**Run 1: routing congestion map**

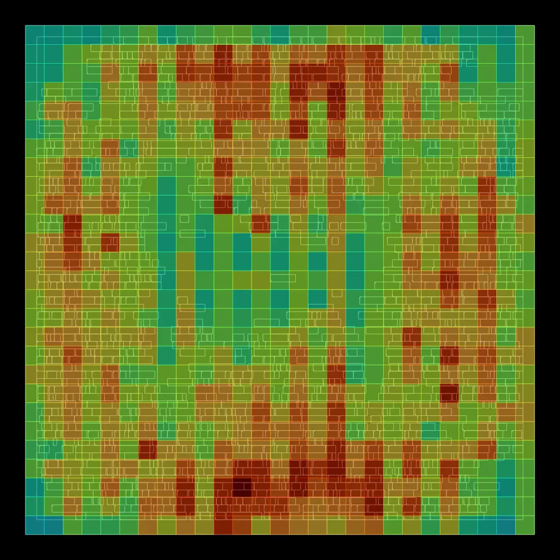
**Run 1: metal layers overlaid**

Two of the layers only.
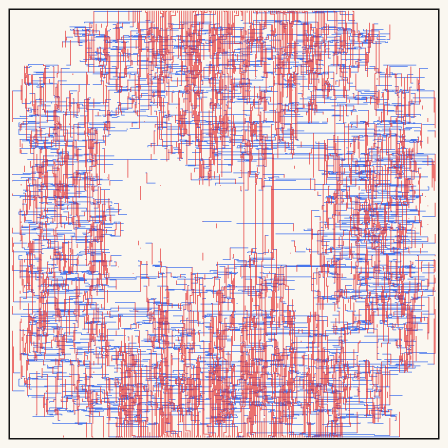
**Run 1: zoomed window**

Window x 127 to 152, y 34 to 59 um. Cells in gray, sequential cells in the stronger gray; small squares are vias.
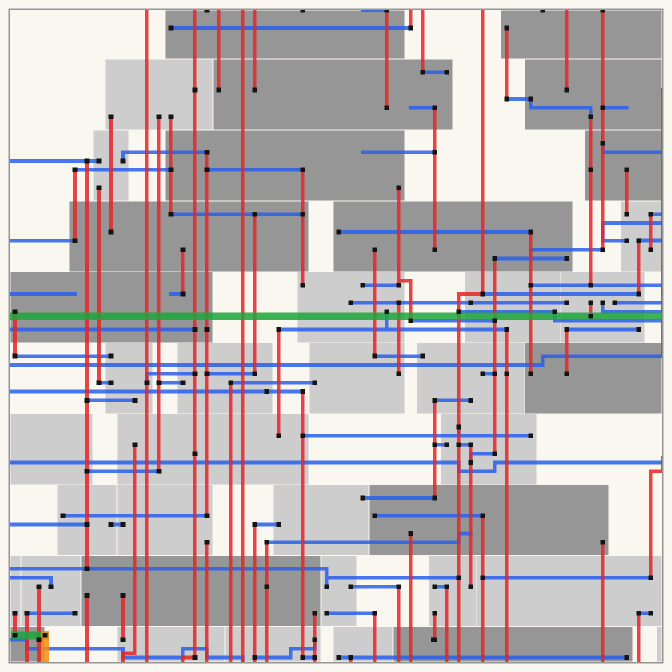
**Run 1: M4 wires**

Cells faint in the background.
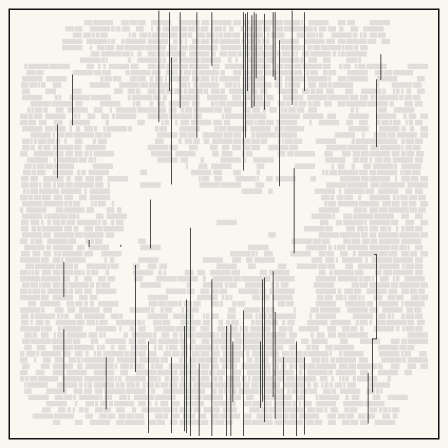
File: src/rtl/pipe_stage_reg_pkg.sv
// Shared constants and types for the pipeline stage register slice.
package pipe_stage_reg_pkg;

  localparam int unsigned XLEN  = 32;
  localparam int unsigned EXC_W = 5;

  // ExcCode meaning "no exception" and the exception vector PC.
  localparam logic [EXC_W-1:0] EXCNO = 5'd0;
  localparam logic [XLEN-1:0]  EXCPC = 32'h0000_4180;

  // Encoding doubles as the occupancy count.
  typedef enum logic [1:0] {
    StEmpty = 2'd0,
    StOne   = 2'd1,
    StTwo   = 2'd2
  } stage_state_e;

endpackage

File: src/rtl/pipe_entry.sv
// One pipeline entry: instr/pc/data/exc/bd register with load enable.
module pipe_entry
  import pipe_stage_reg_pkg::*;
#(
  parameter int unsigned      DATA_W  = 96,
  parameter logic [XLEN-1:0]  PC_RST  = '0,
  parameter logic [EXC_W-1:0] EXC_RST = EXCNO
) (
  input  logic              clk,
  input  logic              reset,
  input  logic              load,
  input  logic [XLEN-1:0]   in_instr,
  input  logic [XLEN-1:0]   in_pc,
  input  logic [DATA_W-1:0] in_data,
  input  logic [EXC_W-1:0]  in_exc,
  input  logic              in_bd,
  output logic [XLEN-1:0]   out_instr,
  output logic [XLEN-1:0]   out_pc,
  output logic [DATA_W-1:0] out_data,
  output logic [EXC_W-1:0]  out_exc,
  output logic              out_bd
);

  // Capture all fields together when load is asserted.
  always_ff @(posedge clk or posedge reset) begin
    if (reset) begin
      out_instr <= '0;
      out_pc    <= PC_RST;
      out_data  <= '0;
      out_exc   <= EXC_RST;
      out_bd    <= 1'b0;
    end else if (load) begin
      out_instr <= in_instr;
      out_pc    <= in_pc;
      out_data  <= in_data;
      out_exc   <= in_exc;
      out_bd    <= in_bd;
    end
  end

endmodule

File: src/rtl/pipe_stage_reg.sv
// Two-entry (head + skid) pipeline stage register with stall, flush and
// bubble PC/BD tracking for EPC reporting.
module pipe_stage_reg
  import pipe_stage_reg_pkg::*;
#(
  parameter int unsigned      DATA_W   = 96,
  parameter logic [XLEN-1:0]  PC_RST   = 32'h0000_0000,
  parameter logic [XLEN-1:0]  EXC_PC   = EXCPC,
  parameter logic [EXC_W-1:0] EXC_NONE = EXCNO
) (
  input  logic              clk,
  input  logic              reset,
  input  logic              req,
  input  logic              stall,
  input  logic              in_valid,
  output logic              in_ready,
  input  logic [XLEN-1:0]   in_instr,
  input  logic [XLEN-1:0]   in_pc,
  input  logic [DATA_W-1:0] in_data,
  input  logic [EXC_W-1:0]  in_exc,
  input  logic              in_bd,
  output logic              out_valid,
  input  logic              out_ready,
  output logic [XLEN-1:0]   out_instr,
  output logic [XLEN-1:0]   out_pc,
  output logic [DATA_W-1:0] out_data,
  output logic [EXC_W-1:0]  out_exc,
  output logic              out_bd,
  output logic [1:0]        occ
);

  stage_state_e state_q;
  logic [XLEN-1:0] bub_pc_q;
  logic            bub_bd_q;

  logic push, pop, head_load, skid_load, head_from_skid, goes_empty;

  logic [XLEN-1:0]   hd_instr, hd_pc, hq_instr, hq_pc, sq_instr, sq_pc;
  logic [DATA_W-1:0] hd_data, hq_data, sq_data;
  logic [EXC_W-1:0]  hd_exc, hq_exc, sq_exc;
  logic              hd_bd, hq_bd, sq_bd;

  assign in_ready  = (state_q != StTwo) && !stall && !req;
  assign out_valid = (state_q != StEmpty);
  assign push      = in_valid && in_ready;
  assign pop       = out_valid && out_ready;
  assign occ       = state_q;

  // Decode entry load enables and whether the stage ends this cycle empty.
  always_comb begin
    head_load      = 1'b0;
    skid_load      = 1'b0;
    head_from_skid = (state_q == StTwo);
    goes_empty     = 1'b0;
    if (!req) begin
      unique case (state_q)
        StEmpty: begin
          head_load  = push;
          goes_empty = !push;
        end
        StOne: begin
          head_load  = push && pop;
          skid_load  = push && !pop;
          goes_empty = pop && !push;
        end
        StTwo: head_load = pop;
        default: ;
      endcase
    end
  end

  // Head refills from the skid when draining TWO, otherwise from the input.
  assign hd_instr = head_from_skid ? sq_instr : in_instr;
  assign hd_pc    = head_from_skid ? sq_pc    : in_pc;
  assign hd_data  = head_from_skid ? sq_data  : in_data;
  assign hd_exc   = head_from_skid ? sq_exc   : in_exc;
  assign hd_bd    = head_from_skid ? sq_bd    : in_bd;

  // Occupancy FSM plus bubble PC/BD; flush wins over every other event.
  always_ff @(posedge clk or posedge reset) begin
    if (reset) begin
      state_q  <= StEmpty;
      bub_pc_q <= PC_RST;
      bub_bd_q <= 1'b0;
    end else if (req) begin
      state_q  <= StEmpty;
      bub_pc_q <= EXC_PC;
      bub_bd_q <= 1'b0;
    end else begin
      unique case (state_q)
        StEmpty: if (push) state_q <= StOne;
        StOne: begin
          if (push && !pop)      state_q <= StTwo;
          else if (pop && !push) state_q <= StEmpty;
        end
        StTwo:   if (pop) state_q <= StOne;
        default: state_q <= StEmpty;
      endcase
      // A stalled bubble inherits the stalled instruction's PC/BD.
      if (stall && goes_empty) begin
        bub_pc_q <= in_pc;
        bub_bd_q <= in_bd;
      end
    end
  end

  pipe_entry #(
    .DATA_W  (DATA_W),
    .PC_RST  (PC_RST),
    .EXC_RST (EXC_NONE)
  ) u_head (
    .clk       (clk),
    .reset     (reset),
    .load      (head_load),
    .in_instr  (hd_instr),
    .in_pc     (hd_pc),
    .in_data   (hd_data),
    .in_exc    (hd_exc),
    .in_bd     (hd_bd),
    .out_instr (hq_instr),
    .out_pc    (hq_pc),
    .out_data  (hq_data),
    .out_exc   (hq_exc),
    .out_bd    (hq_bd)
  );

  pipe_entry #(
    .DATA_W  (DATA_W),
    .PC_RST  (PC_RST),
    .EXC_RST (EXC_NONE)
  ) u_skid (
    .clk       (clk),
    .reset     (reset),
    .load      (skid_load),
    .in_instr  (in_instr),
    .in_pc     (in_pc),
    .in_data   (in_data),
    .in_exc    (in_exc),
    .in_bd     (in_bd),
    .out_instr (sq_instr),
    .out_pc    (sq_pc),
    .out_data  (sq_data),
    .out_exc   (sq_exc),
    .out_bd    (sq_bd)
  );

  // Outputs come only from registers; an empty stage shows a bubble.
  assign out_instr = out_valid ? hq_instr : '0;
  assign out_data  = out_valid ? hq_data  : '0;
  assign out_exc   = out_valid ? hq_exc   : EXC_NONE;
  assign out_pc    = out_valid ? hq_pc    : bub_pc_q;
  assign out_bd    = out_valid ? hq_bd    : bub_bd_q;

endmodule

File: config.mk
export PLATFORM = sky130hd
export DESIGN_NAME = pipe_stage_reg
export DESIGN_NICKNAME = d
export VERILOG_FILES = /design/src/rtl/pipe_stage_reg_pkg.sv /design/src/rtl/pipe_entry.sv /design/src/rtl/pipe_stage_reg.sv
export SDC_FILE = /design/constraint.sdc
export NUM_CORES = 1
export LEC_CHECK = 0
export ABC_AREA = 0
export CORE_MARGIN = 4
export CORE_UTILIZATION = 51
export CTS_CLUSTER_DIAMETER = 80
export DETAILED_ROUTE_END_ITERATION = 8
export PLACE_DENSITY = 0.9
export SETUP_SLACK_MARGIN = 0.4
export SLEW_MARGIN = 20
export SYNTH_ARGS = -nofsm -noshare
export SYNTH_HDL_FRONTEND = slang
export SYNTH_SLANG_ARGS = --single-unit
File: constraint.sdc
create_clock -name clk -period 16.1 [get_ports clk]
set_input_delay 4.025 -clock clk [delete_from_list [all_inputs] [get_ports clk]]
set_output_delay 4.025 -clock clk [all_outputs]
set_load 0.05 [all_outputs]
==> results.sh, run 1 <==
# source this file to load flow results
export IMPL_seq_area_um2=9180
export IMPL_ir_drop_v=0.0000894
export IMPL_n_all_buffers=353
export IMPL_clk_pin_slew_ns=0.05
export IMPL_path_depth=3
export IMPL_seq_cells=367
export IMPL_ys_types=27
export IMPL_hold_ws_ns=0.491
export IMPL_fp_util=0.516
export IMPL_overflow=0
export IMPL_p_comb_frac=0.222
export IMPL_synth_warnings=0
export IMPL_nNetsFinal=1822
export IMPL_port_buffers=341
export IMPL_maxSlewViolCount=0
export IMPL_grt_setup_unrepaired="no"
export IMPL_ys_seq_share=0.566
export IMPL_cts_htree_levels=2
export IMPL_yosysCellCount=1351
export IMPL_top_area_frac=0.566
export IMPL_grt_pass1_wl_um=65900
export IMPL_floorplan_nets=1523
export IMPL_cts_sinks=367
export IMPL_area_growth_pct=30.9
export IMPL_final_setup_viol_count=0
export IMPL_edf_count=0
export IMPL_max_freq_mhz=102
export IMPL_grt_pass1_vias=12235
export IMPL_p_clk_frac=0.334
export IMPL_n_antenna_cell=9
export IMPL_comb_power_uw=598
export IMPL_die_w_um=186
export IMPL_gp_congestion=0.814
export IMPL_regToRegEndpoint="u_head.out_data[28]"
export IMPL_cts_tree="yes"
export IMPL_powerSeq_uw=1200
export IMPL_finalPower_uw=2690
export IMPL_arrival_ns=5.73
export IMPL_crit_fanout=8
export IMPL_crit_end="in_ready"
export IMPL_cts_buffers=41
export IMPL_drv_cap=0
export IMPL_wl_met1_um=16200
export IMPL_most_common_cell="dfrtp_1"
export IMPL_layout_top_cell="dfrtp_1"
export IMPL_slew_headroom=0.232
export IMPL_synthArstFlopShare=1.00
export IMPL_p_leak_uw=0.00893
export IMPL_reg2regPathDepth=6
export IMPL_swShare=0.297
export IMPL_p_int_uw=1890
export IMPL_holdPathEnd="u_skid.out_instr[6]"
export IMPL_status="finished, final reports clean"
export IMPL_highest_layer="met5"
export IMPL_crit_type="in2out"
export IMPL_synth_cells=1351
export IMPL_flop_cell="dfrtp_1"
export IMPL_nNonClkInverters=3
## Picture notes: 'routing congestion map'
met1 Resource Use GR: 0.281
WL/cell: 19.6 um
Total GRT Usage: 0.230
met2 Use GR: 0.386

## Picture notes: 'metal layers overlaid'
met1 -> blue  # wire length 16200 um
met2 -> red  # wire length 20.5 mm
routed via count: 11500
drt total wl: 40900 um

## Picture notes: 'zoomed window'
met2 -> red
met1 -> blue
met3 -> green
met4 -> orange
most frequent = dfrtp_1 (12)
cells with their middle in the window = 35
netlist names of flops here include = u_skid.out_instr (4), u_skid.out_pc (3), u_head.out_instr (2)
sequential cells in the window = 12

## Picture notes: 'M4 wires'
share of all routed wire = 4.9%
longest straight run = 90.4 um
main direction = vertical
nets with wire on the layer = 42

run 1: flip-flops by register name, summed over array words and instances (netlist names), 2 cells and up:
name and cells:
bub_pc_q 32, occ 2, u_head.out_data 96, u_head.out_exc 5
u_head.out_instr 32, u_head.out_pc 32, u_skid.out_data 96, u_skid.out_exc 5
u_skid.out_instr 32, u_skid.out_pc 32
run 1: worst register-to-register path, stage by stage (launching register included):
cell and delay (ns):
dfrtp_1 0.48, or4b_1 0.64, a31oi_4 0.71, buf_6 0.68
buf_4 1.05, nor2_1 0.18, a21oi_1 0.17
run 1: logic make-up after synthesis:
family	Yosys count	share of synthesized area
buf+inv	100	0.0264
flops	367	0.566
compound gates	204	0.0716
mux	366	0.241
simple gates	314	0.0950
**Run 1: PDN straps and rails**

The bar under the picture is 50 um long. Pins as bars on the die edge. Tap cells in gray.
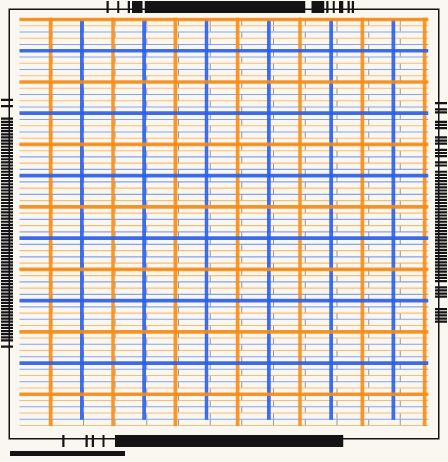

## Run 2: what changed since run 1
Clock period 16.1 ns to 9.13 ns, I/O delays scaled along.
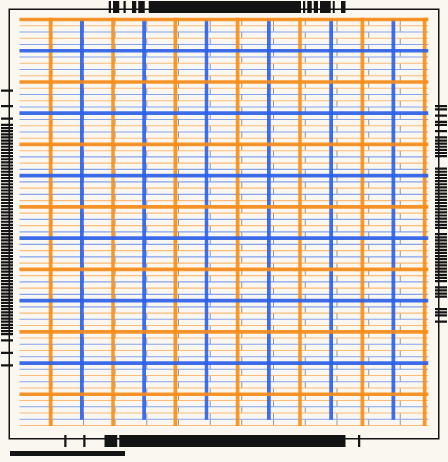
**Above:** run 2 (PDN straps and rails).
The bar under the picture is 50 um long. Pins as bars on the die edge. Tap cells in gray.
VDD -> blue
VSS -> orange
signal pins = 342
met5 straps = 13
met4 straps = 13
met1 rails = 66

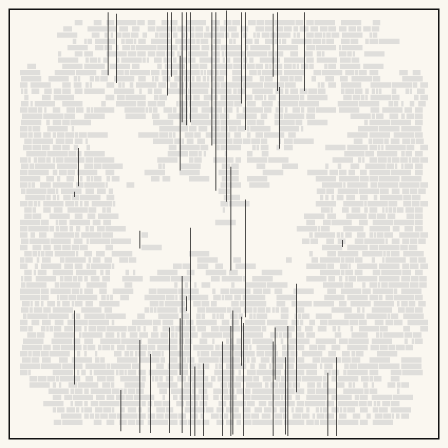
**Above:** run 2 (M4 wires).
Cells faint in the background.
main direction = vertical
share of all routed wire = 4.3%
wire length on this layer = 1750 um
longest straight run = 90.4 um
routed via count: 11448
drt total wl: 40700 um

==> run 2 against run 1 <==
Compared with the run above:
- setup slack worse by 3.5 ns
- highest routed layer unchanged
- die area unchanged
- non-clock buffer count rose by 2
- power increased by 77%
- largest cell class unchanged
- critical path depth did not move
- sequential cell count stayed put
- critical endpoint unchanged
- hold slack lost 0.0015 ns
==> results.sh, run 2 <==
# source this file to load flow results
export IMPL_r2r_start="occ[1]"
export IMPL_max_freq_mhz=159
export IMPL_drv_cap=0
export IMPL_wl_per_cell_um=19.5
export IMPL_area_growth_pct=31.3
export IMPL_yosysCellCount=1351
export IMPL_cts_buffers=40
export IMPL_hold_ws_ns=0.489
export IMPL_regToRegEndpoint="u_head.out_exc[2]"
export IMPL_rows=65
export IMPL_finalCriticalPeriod_ns=6.28
export IMPL_cts_setup_buffers=0
export IMPL_hold_class="reg2reg"
export IMPL_p_int_uw=3350
export IMPL_reg2regPathDepth=6
export IMPL_cts_tree="yes"
export IMPL_ys_seq_share=0.566
export IMPL_p_clk_frac=0.335
export IMPL_final_setup_viol_count=0
export IMPL_clk_pin_slew_ns=0.06
export IMPL_cts_hold_buf=0
export IMPL_worst_pin_slew_ns=1.09
export IMPL_skew_ns=0.0133
export IMPL_maxSlewViolCount=0
export IMPL_overflow=0
export IMPL_grt_setup_unrepaired="no"
export IMPL_crit_type="in2out"
export IMPL_cts_htree_levels=2
export IMPL_ys_sh_mux=0.241
export IMPL_powerSeq_uw=2110
export IMPL_finalPower_uw=4760
export IMPL_slew_headroom=0.276
export IMPL_swShare=0.298
export IMPL_cts_sinks=367
export IMPL_die_w_um=186
export IMPL_grt_pass1_wl_um=65900
export IMPL_final_util=0.677
export IMPL_dr_first_iter_drc_count=650
export IMPL_antenna_found_initial=7
export IMPL_holdPathEnd="u_skid.out_instr[31]"
export IMPL_grt_pass1_vias=12317
export IMPL_top_area_frac=0.566
export IMPL_synth_cells=1351
export IMPL_gp_congestion=0.804
export IMPL_fp_util=0.516
export IMPL_wl_met1_um=16500
export IMPL_final_cells=2090
export IMPL_grt_use_met1=0.289
export IMPL_nNetsFinal=1823
export IMPL_synthArstFlopShare=1.00
export IMPL_p_comb_frac=0.222
export IMPL_status="finished, final reports clean"
export IMPL_most_common_cell="dfrtp_1"
export IMPL_crit_fanout=8
export IMPL_grt_max_degree=231
export IMPL_ir_drop_v=0.000151
export IMPL_critPathBufInv=2
export IMPL_track_usage=0.229
export IMPL_floorplan_nets=1523
export IMPL_port_buffers=341
export IMPL_hpwl_um=25800
export IMPL_top_regs="u_head.out_data (96), u_skid.out_data (96)"
export IMPL_aoi_share=0.0715
export IMPL_layout_top_cell="dfrtp_1"
export IMPL_synth_xor_area_share=0
export IMPL_met2_usage=0.388
export IMPL_p_leak_uw=0.00897
export IMPL_synth_warnings=0
export IMPL_drc=0
export IMPL_report_final_hold_viol_count=0
export IMPL_arrival_ns=4.00
export IMPL_ys_types=27
export IMPL_comb_power_uw=1060
export IMPL_synthTopLogicFamily="multiplexers"
export IMPL_crit_path_frequent_cell="clkdlybuf4s50_1"
export IMPL_lay_top_cells="dfrtp_1 (367), clkdlybuf4s50_1 (341), nor2_1 (168)"
export IMPL_synthSimpleGateAreaFrac=0.0950
export IMPL_edf_count=0
export IMPL_ys_sh_adder=0
export IMPL_highest_layer="met5"
export IMPL_numSynthFlops=367
export IMPL_flop_cell="dfrtp_1"
## run 2: worst max-delay path by stage
stage,slack (ns),endpoint,start,cells after the start
after floorplan,1.92,bub_bd_q,reset,1
after global placement,2.81,in_ready,req,3
after detailed placement,2.88,in_ready,req,3
after CTS,2.85,in_ready,req,3
after global routing,2.77,in_ready,req,3
final,2.85,in_ready,req,3
## run 2: layout make-up
| class | count | area, um2 |
|---|---|---|
| repair buffers | 355 | 3610 |
| clock inverters | 12 | 98.8 |
| clock buffers | 62 | 1220 |
| fillers | 2200 | 10200 |
| inverters | 3 | 17.5 |
| diodes | 5 | 12.5 |
| well taps | 402 | 503 |
| flip-flops and latches | 367 | 9180 |
| multi-input cells | 884 | 6670 |
Power and IR drop assume default switching activity.
